==> run_1/clk_routes.png <==
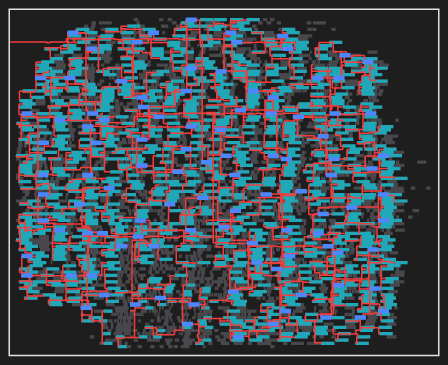
==> run_1/flops_by_reg.png <==
Bar = 100 µm.
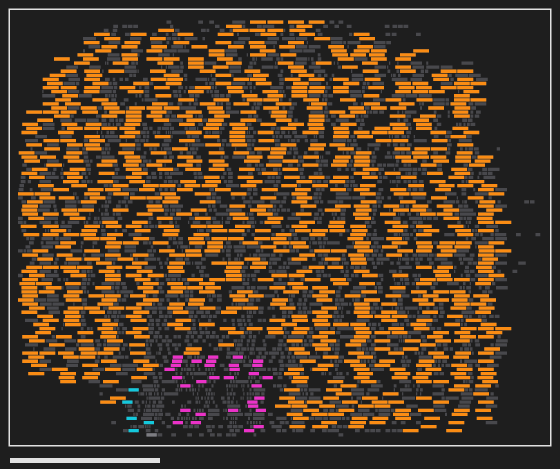
==> run_1/placement.png <==
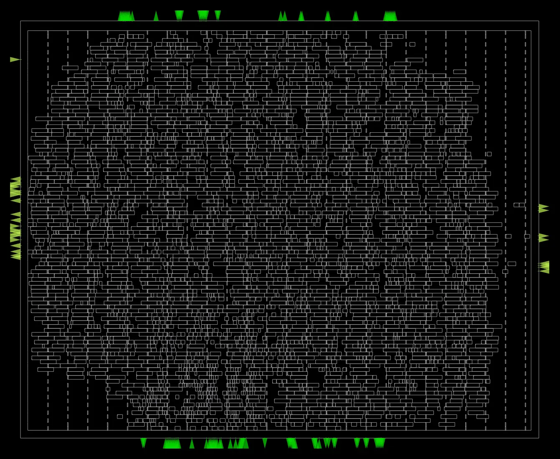
==> run_1/metal_density.png <==
The die is cut into 36 by 29 equal tiles; dark blue is low, red is high, scaled to the fullest tile. Values are wire area over tile area, all layers added.
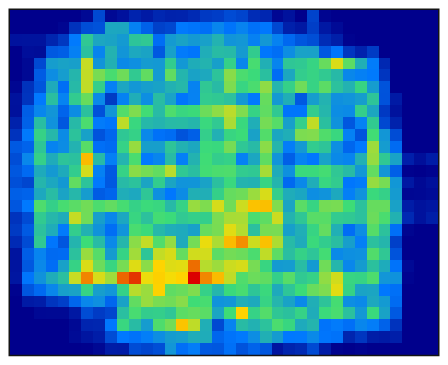
<file path="config.mk">
export PLATFORM = sky130hd
export DESIGN_NAME = regfile_sb_flat
export DESIGN_NICKNAME = d
export VERILOG_FILES = /design/src/rtl/regfile_sb_if.sv /design/src/rtl/regfile_sb.sv /design/src/flat_wrapper.sv
export SDC_FILE = /design/constraint.sdc
export NUM_CORES = 1
export LEC_CHECK = 0
export CAP_MARGIN = 20
export CORE_ASPECT_RATIO = 0.8
export CORE_MARGIN = 5
export CORE_UTILIZATION = 50
export CTS_CLUSTER_DIAMETER = 80
export DETAILED_ROUTE_END_ITERATION = 7
export GPL_ROUTABILITY_DRIVEN = 1
export PLACE_DENSITY = 0.67
export SLEW_MARGIN = 20
export SYNTH_ARGS = -nofsm -noshare
export SYNTH_HDL_FRONTEND = slang
export SYNTH_SLANG_ARGS = --single-unit
</file>
<file path="constraint.sdc">
create_clock -name clock -period 7.3 [get_ports clock]
set_clock_uncertainty 0.15 [all_clocks]
set_input_delay 1.46 -clock clock [delete_from_list [all_inputs] [get_ports clock]]
set_output_delay 1.46 -clock clock [all_outputs]
set_load 0.005 [all_outputs]
</file>
<file path="src/rtl/regfile_sb_if.sv">
// regfile_sb_if -- bus between decode/writeback and the scoreboarded register file.
//
// Parameters: XLEN (data width), AW (address width).
// Signals:
//   A1, A2      read addresses              RD1, RD2     read data
//   Pend1,Pend2 pending bits of A1/A2       A3, WD3      write address/data
//   RegWEn      write enable (clears pend)  RsvEn        reserve enable
//   RsvAddr     register to reserve         Ready        array valid, traffic accepted
// Modports: master (pipeline side), slave (register file side).
interface regfile_sb_if #(
    parameter int XLEN = 32,
    parameter int AW   = 5
);
    logic [AW-1:0]   A1, A2, A3, RsvAddr;
    logic [XLEN-1:0] RD1, RD2, WD3;
    logic            Pend1, Pend2, RegWEn, RsvEn, Ready;

    modport master (
        output A1, A2, A3, WD3, RegWEn, RsvEn, RsvAddr,
        input  RD1, RD2, Pend1, Pend2, Ready
    );

    modport slave (
        input  A1, A2, A3, WD3, RegWEn, RsvEn, RsvAddr,
        output RD1, RD2, Pend1, Pend2, Ready
    );
endinterface

</file>
<file path="src/rtl/regfile_sb.sv">
// regfile_sb -- scoreboarded register file: two combinational read ports,
// one synchronous write port, and a per-register pending bit that is set
// by a reservation and cleared by the matching writeback. Reset starts a
// sweep that clears one register per cycle; Ready stays low until done.
//
// Parameters: XLEN (register width), AW (address width, NREG = 2**AW).
// Ports:
//   clock  rising-edge clock
//   Reset  synchronous, active-high; restarts the sweep even mid-sweep
//   bus    regfile_sb_if.slave (reads, write, reserve, Ready)
// Optional feature: define REGFILE_BYPASS_EN to forward the write port to
// the read ports in the same cycle.
module regfile_sb #(
    parameter int XLEN = 32,
    parameter int AW   = 5
) (
    input  logic         clock,
    input  logic         Reset,
    regfile_sb_if.slave  bus
);
    localparam int NREG = 1 << AW;

    typedef enum logic {
        S_CLEAR = 1'b0,
        S_READY = 1'b1
    } state_t;

    state_t          r_state;
    state_t          w_next;
    logic [AW-1:0]   r_cnt;
    logic [XLEN-1:0] r_mem [NREG];
    logic [NREG-1:0] r_pend;

    logic            w_ready;
    logic            w_wr;
    logic            w_rsv;
    logic [XLEN-1:0] w_rd1, w_rd2;
    logic            w_p1, w_p2;

    // ---------------- FSM: state register ----------------
    always_ff @(posedge clock) begin
        if (Reset) r_state <= S_CLEAR;
        else       r_state <= w_next;
    end

    // ---------------- FSM: next state ----------------
    always_comb begin
        w_next = r_state;
        // Last register is cleared on this edge, array is fully zeroed.
        if (r_state == S_CLEAR && r_cnt == '1)
            w_next = S_READY;
    end

    // ---------------- FSM: outputs ----------------
    always_comb begin
        w_ready = (r_state == S_READY);
    end

    assign bus.Ready = w_ready;

    // Sweep counter wraps to 0 exactly when leaving CLEAR.
    always_ff @(posedge clock) begin
        if (Reset)                  r_cnt <= '0;
        else if (r_state == S_CLEAR) r_cnt <= r_cnt + 1'b1;
    end

    // x0 is never written or reserved.
    assign w_wr  = w_ready & bus.RegWEn & (bus.A3 != '0);
    assign w_rsv = w_ready & bus.RsvEn  & (bus.RsvAddr != '0);

    always_ff @(posedge clock) begin
        if (!Reset) begin
            if (r_state == S_CLEAR) r_mem[r_cnt]  <= '0;
            else if (w_wr)          r_mem[bus.A3] <= bus.WD3;
        end
    end

    // Reservation is applied after the writeback clear so that a younger
    // instruction reserving the same register keeps it pending.
    always_ff @(posedge clock) begin
        if (Reset) begin
            r_pend <= '0;
        end else begin
            if (w_wr)  r_pend[bus.A3]      <= 1'b0;
            if (w_rsv) r_pend[bus.RsvAddr] <= 1'b1;
        end
    end

    // ---------------- read ports ----------------
    always_comb begin
        w_rd1 = '0;
        w_rd2 = '0;
        w_p1  = 1'b0;
        w_p2  = 1'b0;
        if (w_ready) begin
            if (bus.A1 != '0) begin
                w_rd1 = r_mem[bus.A1];
                w_p1  = r_pend[bus.A1];
            end
            if (bus.A2 != '0) begin
                w_rd2 = r_mem[bus.A2];
                w_p2  = r_pend[bus.A2];
            end
`ifdef REGFILE_BYPASS_EN
            // Forward the writeback; a same-cycle reservation of the same
            // register still shows it as pending.
            if (w_wr && bus.A3 == bus.A1) begin
                w_rd1 = bus.WD3;
                w_p1  = w_rsv && (bus.RsvAddr == bus.A1);
            end
            if (w_wr && bus.A3 == bus.A2) begin
                w_rd2 = bus.WD3;
                w_p2  = w_rsv && (bus.RsvAddr == bus.A2);
            end
`else
            // Stored state only; writes appear on the next cycle.
`endif
        end
    end

    assign bus.RD1   = w_rd1;
    assign bus.RD2   = w_rd2;
    assign bus.Pend1 = w_p1;
    assign bus.Pend2 = w_p2;
endmodule

</file>
<file path="src/flat_wrapper.sv">
// flat-port wrapper written by rule: the top's interface ports become plain ports
module regfile_sb_flat 
#(
    parameter int XLEN = 32,
    parameter int AW   = 5
)
  (clock, Reset, bus_A1, bus_A2, bus_A3, bus_WD3, bus_RegWEn, bus_RsvEn, bus_RsvAddr, bus_RD1, bus_RD2, bus_Pend1, bus_Pend2, bus_Ready);
  regfile_sb_if #(.XLEN(XLEN), .AW(AW)) bus_i ();
  input  logic clock;
  input  logic Reset;
  input wire logic [$bits(bus_i.A1)-1:0] bus_A1;
  input wire logic [$bits(bus_i.A2)-1:0] bus_A2;
  input wire logic [$bits(bus_i.A3)-1:0] bus_A3;
  input wire logic [$bits(bus_i.WD3)-1:0] bus_WD3;
  input wire logic [$bits(bus_i.RegWEn)-1:0] bus_RegWEn;
  input wire logic [$bits(bus_i.RsvEn)-1:0] bus_RsvEn;
  input wire logic [$bits(bus_i.RsvAddr)-1:0] bus_RsvAddr;
  output wire logic [$bits(bus_i.RD1)-1:0] bus_RD1;
  output wire logic [$bits(bus_i.RD2)-1:0] bus_RD2;
  output wire logic [$bits(bus_i.Pend1)-1:0] bus_Pend1;
  output wire logic [$bits(bus_i.Pend2)-1:0] bus_Pend2;
  output wire logic [$bits(bus_i.Ready)-1:0] bus_Ready;
  assign bus_i.A1 = bus_A1;
  assign bus_i.A2 = bus_A2;
  assign bus_i.A3 = bus_A3;
  assign bus_i.WD3 = bus_WD3;
  assign bus_i.RegWEn = bus_RegWEn;
  assign bus_i.RsvEn = bus_RsvEn;
  assign bus_i.RsvAddr = bus_RsvAddr;
  assign bus_RD1 = bus_i.RD1;
  assign bus_RD2 = bus_i.RD2;
  assign bus_Pend1 = bus_i.Pend1;
  assign bus_Pend2 = bus_i.Pend2;
  assign bus_Ready = bus_i.Ready;
  regfile_sb #(.XLEN(XLEN), .AW(AW)) u_core (.clock(clock), .Reset(Reset), .bus(bus_i));
endmodule
</file>
==> flow_metrics.tcl, run 1 <==
# metrics dict for downstream scripts
set metrics [dict create \
    setup-violations-final 0 \
    fin_ws_ns 0.9240 \
    cts_tree "built" \
    edf_count 993 \
    final_cell_mix "edfxtp_1 (993), mux2i_1 (583), mux4_2 (204)" \
    crit_cells 7 \
    yosys.area_share.aoi_pct 8.931 \
    ctsLongestPathBuffers 3 \
    finalMaxSlewViolations 0 \
    syn_to_final_growth_pct 12.99 \
    die.size.y_um 289.7 \
    cts_setup_buffers 0 \
    globalplace.congestion 0.8648 \
    yosys_area_um2 48880 \
    grt_antenna_before_repair 3 \
    clock_latency_ns 0.67 \
    synth_cells 3085 \
    p_leak_nw 17.36 \
    critPathBufInv 3 \
    crit_chain "clkdlybuf4s50_1, or3b_2, buf_4, a221oi_2, a22oi_1, nand4_1, clkdlybuf4s50_1" \
    avgSynthCellArea_um2 15.85 \
    async_reset_ff_share_pct 0 \
    status "finished clean" \
    design_area_um2 55230 \
    regArea_um2 30580 \
    critPathSlowestCell "or3b_2" \
    clockRootBuffer "clkbuf_16" \
]
-- clk_routes.png (at the start) --
[clock wires] red | length: 11,900 µm
[flip-flops] cyan | count: 1,031
[clock drivers] blue | count: 105
flops lie: widely spread
clock share of power: 42.8%
clock network power: 5.31 mW

-- flops_by_reg.png (at the start) --
[u_core.r_mem] orange | sequential cells: 993 | where: widely spread
[u_core.r_cnt] cyan | sequential cells: 5 | where: lower left
[u_core.r_pend] magenta | sequential cells: 32 | where: bottom center
not colored: 1

-- placement.png (at the start) --
Core Box Area: 96,870 µm²
row count: 102

-- metal_density.png (at the start) --
tiles over half the peak: 20%
emptiest ninth of the die: upper right
nearly empty tiles: 14%
detailed-route via count: 31,830
final wirelength: 154,100 µm
Total GRT Usage: 28.86%
Routed WL per cell: 33.63 µm

## Run 2: what changed since run 1
- CAP_MARGIN: 20 -> unset
- CORE_MARGIN: 5 -> 4
- DONT_BUFFER_PORTS: unset -> 1
- PLACE_DENSITY: 0.67 -> unset
==> run_2/metal_density.png <==
The die is cut into 36 by 29 equal tiles; dark blue is low, red is high, scaled to the fullest tile. Values are wire area over tile area, all layers added.
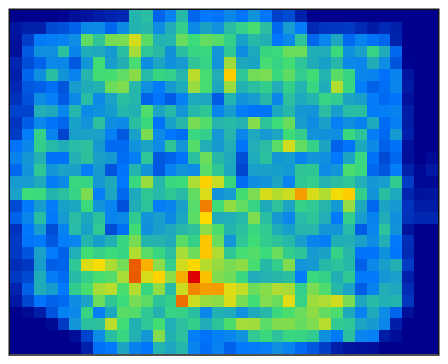
tiles over half the peak: 17%
nearly empty tiles: 8.5%
emptiest ninth of the die: upper right
densest ninth of the die: bottom center
Routed WL per cell: 35.38 µm
final wirelength: 156,400 µm
Total GRT Usage: 30.06%
detailed-route via count: 30,760

==> flow_metrics.tcl, run 2 <==
# metrics dict for downstream scripts
set metrics [dict create \
    async_reset_ff_share_pct 0 \
    relSlewSlack_pct -81.34 \
    status "finished, violations left" \
    regArea_um2 30580 \
    critPathBufInv 0 \
    p_leak_nw 16.62 \
    yosys.area_share.aoi_pct 8.931 \
    layout-drive-gt1-share_pct 18.13 \
    finalMaxSlewViolations 268 \
    synth_cells 3085 \
    clockRootBuffer "clkbuf_16" \
    edf_count 993 \
    reg_top3 "u_core.r_mem (993), u_core.r_pend (32), u_core.r_cnt (5)" \
    rr_endpoint "u_core.r_mem[8][10]" \
    crit_chain "mux4_2, a32o_1, nand2_1, nand4_1" \
    die-width_um 357.6 \
    core-area_um2 96870 \
    critPathRequiredTime_ns 5.69 \
    violations "max-slew violations" \
    die.size.y_um 287.7 \
    place_area_um2 50020 \
    ctsLongestPathBuffers 3 \
    crit_cells 4 \
    antenna_cells 2 \
    ant_nets 0 \
    layout.nets 3084 \
    cts_tree "built" \
    peakVddDrop_mv 0.2042 \
    wl_met3_um 15610 \
    largest_reg_flops 993 \
    globalplace.congestion 0.8520 \
    use_met1_pct 43.11 \
    synth.most_common_cell "edfxtp_1" \
    simple_gate_share_pct 4.095 \
    row_count 102 \
    clkbuf_count 136 \
    critPathSlowestCell "mux4_2" \
    grt_antenna_before_repair 13 \
    design_area_um2 53520 \
    fin_ws_ns 1.231 \
    yosys_area_um2 48880 \
    grt_max_degree 365 \
    setup-violations-final 0 \
    grt_pass1_wl_um 221400 \
    power.internal_mw 9.745 \
    syn_to_final_growth_pct 9.486 \
    avgSynthCellArea_um2 15.85 \
    cp-end-kind "output pin" \
    final_cell_mix "edfxtp_1 (993), mux2i_1 (583), mux4_2 (204)" \
    cts_setup_buffers 0 \
]
==> run_2/clk_routes.png <==
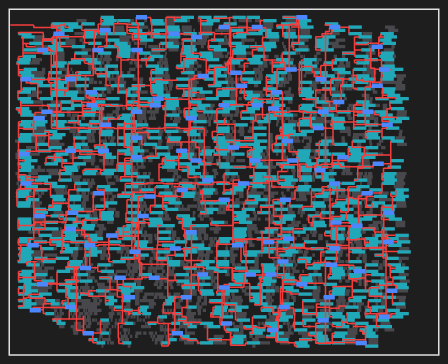
clock share of power: 43.9%
clock network power: 5.40 mW
worst-skew pair later-pin latency: 0.67 ns

Power figures rest on the tool's default switching activity, not on a simulated workload.
